--- config.mk ---
export PLATFORM = sky130hd
export DESIGN_NAME = elastic_context_controller
export DESIGN_NICKNAME = d
export VERILOG_FILES = /design/src/rtl/elastic_context_controller.sv
export SDC_FILE = /design/constraint.sdc
export NUM_CORES = 1
export LEC_CHECK = 0
export CAP_MARGIN = 10
export CELL_PAD_IN_SITES_DETAIL_PLACEMENT = 0
export CELL_PAD_IN_SITES_GLOBAL_PLACEMENT = 2
export CORE_MARGIN = 10
export CORE_UTILIZATION = 28
export DETAILED_ROUTE_END_ITERATION = 10
export PLACE_DENSITY_LB_ADDON = 0.1
export RECOVER_POWER = 100
export SKIP_LAST_GASP = 1
export SLEW_MARGIN = 20
export SYNTH_ARGS = -nofsm -noshare
export SYNTH_HDL_FRONTEND = slang
export SYNTH_SLANG_ARGS = --single-unit
--- constraint.sdc ---
create_clock -name clk -period 4.2 [get_ports clk]
set_clock_uncertainty 0.2 [all_clocks]
set_input_delay 0.84 -clock clk [delete_from_list [all_inputs] [get_ports clk]]
set_output_delay 0.84 -clock clk [all_outputs]
set_load 0.03 [all_outputs]
--- src/rtl/elastic_context_controller.sv ---
// Context sequencer for one elastic PE: holds a table of {op, const} contexts and steps through it on ALU switch_context pulses.
// Optional pass limit with a DONE state is enabled by defining ELASTIC_CONTEXT_LOOP_LIMIT_EN.
module elastic_context_controller #(
  parameter int DATA_WIDTH           = 32,
  parameter int OPERATION_BIT_LENGTH = 4,
  parameter int CONTEXT_NUM          = 8,
  parameter int CTX_ADDR_WIDTH       = 3,
  parameter int LOOP_WIDTH           = 16
) (
  input  logic                            clk,
  input  logic                            reset_n,
  input  logic                            config_write,
  input  logic [CTX_ADDR_WIDTH-1:0]       config_addr,
  input  logic [OPERATION_BIT_LENGTH-1:0] config_op,
  input  logic [DATA_WIDTH-1:0]           config_const,
  input  logic [CTX_ADDR_WIDTH:0]         config_context_num,
`ifdef ELASTIC_CONTEXT_LOOP_LIMIT_EN
  input  logic [LOOP_WIDTH-1:0]           config_loop_limit,
`endif
  input  logic                            start,
  input  logic                            abort,
  input  logic                            switch_context,
  output logic [OPERATION_BIT_LENGTH-1:0] op,
  output logic [DATA_WIDTH-1:0]           const_data,
  output logic                            start_exec,
  output logic [CTX_ADDR_WIDTH-1:0]       context_id,
  output logic [LOOP_WIDTH-1:0]           iteration_count,
  output logic                            running,
  output logic                            done
);

  typedef enum logic [1:0] {IDLE, RUN, DONE} state_t;

  localparam logic [CTX_ADDR_WIDTH:0] CTX_NUM_MAX = (CTX_ADDR_WIDTH+1)'(CONTEXT_NUM);

  state_t                            state_reg, state_next;
  logic [CTX_ADDR_WIDTH-1:0]         context_id_reg, context_id_next;
  logic [LOOP_WIDTH-1:0]             iteration_reg, iteration_next;
  logic [CTX_ADDR_WIDTH:0]           num_ctx_reg, num_ctx_next;
  logic                              start_exec_reg, start_exec_next;
  logic [OPERATION_BIT_LENGTH-1:0]   op_table_reg    [CONTEXT_NUM];
  logic [DATA_WIDTH-1:0]             const_table_reg [CONTEXT_NUM];

  logic                  cfg_window;
  logic                  start_ok;
  logic                  last_ctx;
  logic [LOOP_WIDTH-1:0] iteration_inc;

  assign cfg_window    = (state_reg != RUN);
  assign start_ok      = cfg_window && start && !abort &&
                         (config_context_num != '0) && (config_context_num <= CTX_NUM_MAX);
  assign last_ctx      = ({1'b0, context_id_reg} == (num_ctx_reg - 1'b1));
  assign iteration_inc = iteration_reg + 1'b1;

`ifdef ELASTIC_CONTEXT_LOOP_LIMIT_EN
  logic [LOOP_WIDTH-1:0] loop_limit_reg, loop_limit_next;
`endif

  // Addresses at or beyond CONTEXT_NUM match no entry, so such writes fall away.
  generate
    for (genvar gi = 0; gi < CONTEXT_NUM; gi++) begin : g_table
      always_ff @(posedge clk or negedge reset_n) begin
        if (!reset_n) begin
          op_table_reg[gi]    <= '0;
          const_table_reg[gi] <= '0;
        end else if (cfg_window && config_write &&
                     ({1'b0, config_addr} == (CTX_ADDR_WIDTH+1)'(gi))) begin
          op_table_reg[gi]    <= config_op;
          const_table_reg[gi] <= config_const;
        end
      end
    end
  endgenerate

  always_ff @(posedge clk or negedge reset_n) begin
    if (!reset_n) begin
      state_reg      <= IDLE;
      context_id_reg <= '0;
      iteration_reg  <= '0;
      num_ctx_reg    <= '0;
      start_exec_reg <= 1'b0;
`ifdef ELASTIC_CONTEXT_LOOP_LIMIT_EN
      loop_limit_reg <= '0;
`endif
    end else begin
      state_reg      <= state_next;
      context_id_reg <= context_id_next;
      iteration_reg  <= iteration_next;
      num_ctx_reg    <= num_ctx_next;
      start_exec_reg <= start_exec_next;
`ifdef ELASTIC_CONTEXT_LOOP_LIMIT_EN
      loop_limit_reg <= loop_limit_next;
`endif
    end
  end

  // Priority: abort, then an accepted start, then switch_context while running.
  always_comb begin
    state_next      = state_reg;
    context_id_next = context_id_reg;
    iteration_next  = iteration_reg;
    num_ctx_next    = num_ctx_reg;
    start_exec_next = 1'b0;
`ifdef ELASTIC_CONTEXT_LOOP_LIMIT_EN
    loop_limit_next = loop_limit_reg;
`endif
    if (abort) begin
      state_next      = IDLE;
      context_id_next = '0;
    end else if (start_ok) begin
      state_next      = RUN;
      context_id_next = '0;
      iteration_next  = '0;
      num_ctx_next    = config_context_num;
      start_exec_next = 1'b1;
`ifdef ELASTIC_CONTEXT_LOOP_LIMIT_EN
      loop_limit_next = config_loop_limit;
`endif
    end else if ((state_reg == RUN) && switch_context) begin
      if (last_ctx) begin
        context_id_next = '0;
        iteration_next  = iteration_inc;
`ifdef ELASTIC_CONTEXT_LOOP_LIMIT_EN
        // A zero limit never matches, so the run is unbounded.
        if ((loop_limit_reg != '0) && (iteration_inc == loop_limit_reg)) begin
          state_next = DONE;
        end
`endif
      end else begin
        context_id_next = context_id_reg + 1'b1;
      end
    end
  end

  assign op              = (state_reg == RUN) ? op_table_reg[context_id_reg]    : '0;
  assign const_data      = (state_reg == RUN) ? const_table_reg[context_id_reg] : '0;
  assign start_exec      = start_exec_reg;
  assign context_id      = context_id_reg;
  assign iteration_count = iteration_reg;
  assign running         = (state_reg == RUN);
`ifdef ELASTIC_CONTEXT_LOOP_LIMIT_EN
  assign done            = (state_reg == DONE);
`else
  assign done            = 1'b0;
`endif

endmodule

pins.png
Pins as bars across the die edge, other pins in gray.
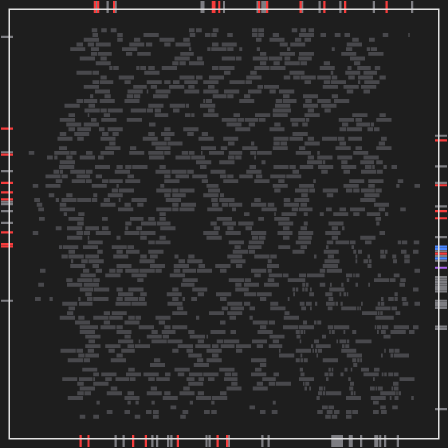
Key: `config_const` = red [pins 32, direction input, edge 12 top, 8 left, 7 bottom, 5 right]; `start_exec` = purple [pins 1, direction output, edge right]; `config_addr` = blue [pins 3, direction input, edge right]
All pins by edge: 33 bottom, 31 right, 27 top, 16 left.

==> impl_metrics.yaml <==
# synthesis and place-and-route metrics
status:
  status: "finished with violations"
  violations: "max-capacitance violations, max-slew violations"
synth:
  synthMuxAreaShare: 0.363
  syn_nets: 994
  ys_seq_share: 0.543
global_route:
  grt_overflow: 0
cts:
  clockRootBuffer: "clkbuf_16"
run:
  maxCapViolCount: 6
  warnings: 26
final_layout:
  area_growth_syn_to_layout_pct: 21.8
timing:
  rsz0062_at_grt: "no"
  period_minus_slack_ns: 4.03
  report.final.slew_viol_count: 193
critical_path:
  startpoint: "context_id[1]"
  cp.required_ns: 3.16
  cp-endpoint: "op[1]"
placed_design:
  hpwlAfterDp_um: 22600
  gp_congestion: 0.658
floorplan:
  dieWidth_um: 247
power_and_ir_drop:
  peakVddDrop_mv: 0.258
  seq_power_mw: 4.11
drive_strength.png
Scale bar: 50 um.
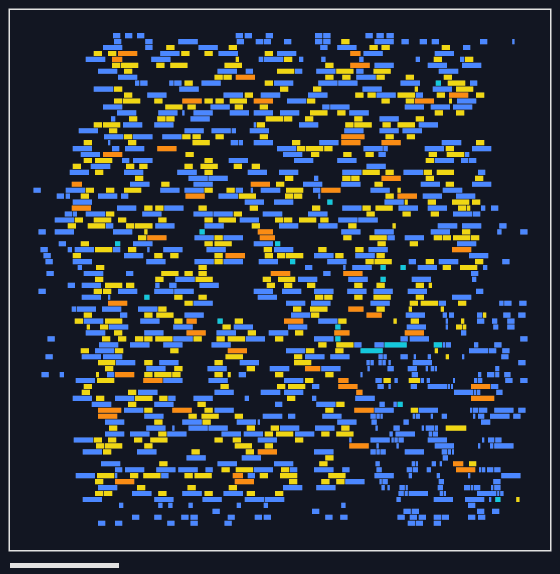
Key: drive 2 = yellow [cells 387, most used mux2_2]; drive 6 and up = orange [cells 56, most used clkbuf_16]; drive 1 or less = blue [cells 627, most used dfrtp_1]; drive 3 to 4 = cyan [cells 18, most used buf_4]

-- layout make-up --
| type | instances | area, sq um |
|---|---|---|
| diodes | 1 | 2.50 |
| clock buffers | 57 | 1110 |
| clock inverters | 11 | 134 |
| fillers | 4945 | 33600 |
| inverters | 6 | 22.5 |
| multi-input cells | 561 | 6260 |
| flip-flops and latches | 313 | 7840 |
| well taps | 680 | 851 |
| repair buffers | 140 | 1350 |
-- placed cells by master, fill, tap and decap left out, types with 4 or more instances in the layout --
master / netlist / routed
clkbuf_16: 0 / 39
o211ai_1: 9 / 9
or4_1: 8 / 8
clkinv_2: 0 / 7
clkdlybuf4s50_1: 0 / 54
dlygate4sd3_1: 0 / 50
nor2b_1: 37 / 37
inv_1: 6 / 6
clkbuf_8: 0 / 7
mux2i_1: 36 / 36
nor3b_1: 4 / 4
nand3_1: 16 / 16
nor2_1: 6 / 6
buf_4: 1 / 14
clkbuf_1: 17 / 12
mux4_2: 72 / 72
o21ai_0: 7 / 8
nand2_1: 27 / 28
mux2_2: 288 / 288
clkbuf_2: 0 / 14
buf_12: 0 / 6
dfrtp_1: 313 / 310
-- kinds of logic (layout without fill, tap and decap cells) --
logic type	Yosys count	after routing
and+or+nand+nor	121	121
muxes	397	397
adders and majority gates	3	3
other	1	2
buffers and inverters	68	214
DFF	313	313
xor gates and xnor gates	4	4
AOI/OAI and AO/OA	35	35
-- stage by stage --
step / hold WS [ns] / setup slack, ns / utilization / power (mW) / std cells
floorplan: 0.274 / 1.18 / - / 5.26 / 942
global placement: 0.282 / 0.653 / 0.321 / 5.81 / 1692
detailed placement: 0.288 / 0.651 / 0.321 / 5.84 / 1692
CTS: 0.116 / 0.0476 / 0.346 / 9.25 / 1760
global route: 0.310 / 0.0776 / 0.343 / 9.58 / 1768
finish: 0.298 / 0.168 / 0.343 / 9.05 / 1769
No activity file was given, so power comes from the tool's default toggle rates.
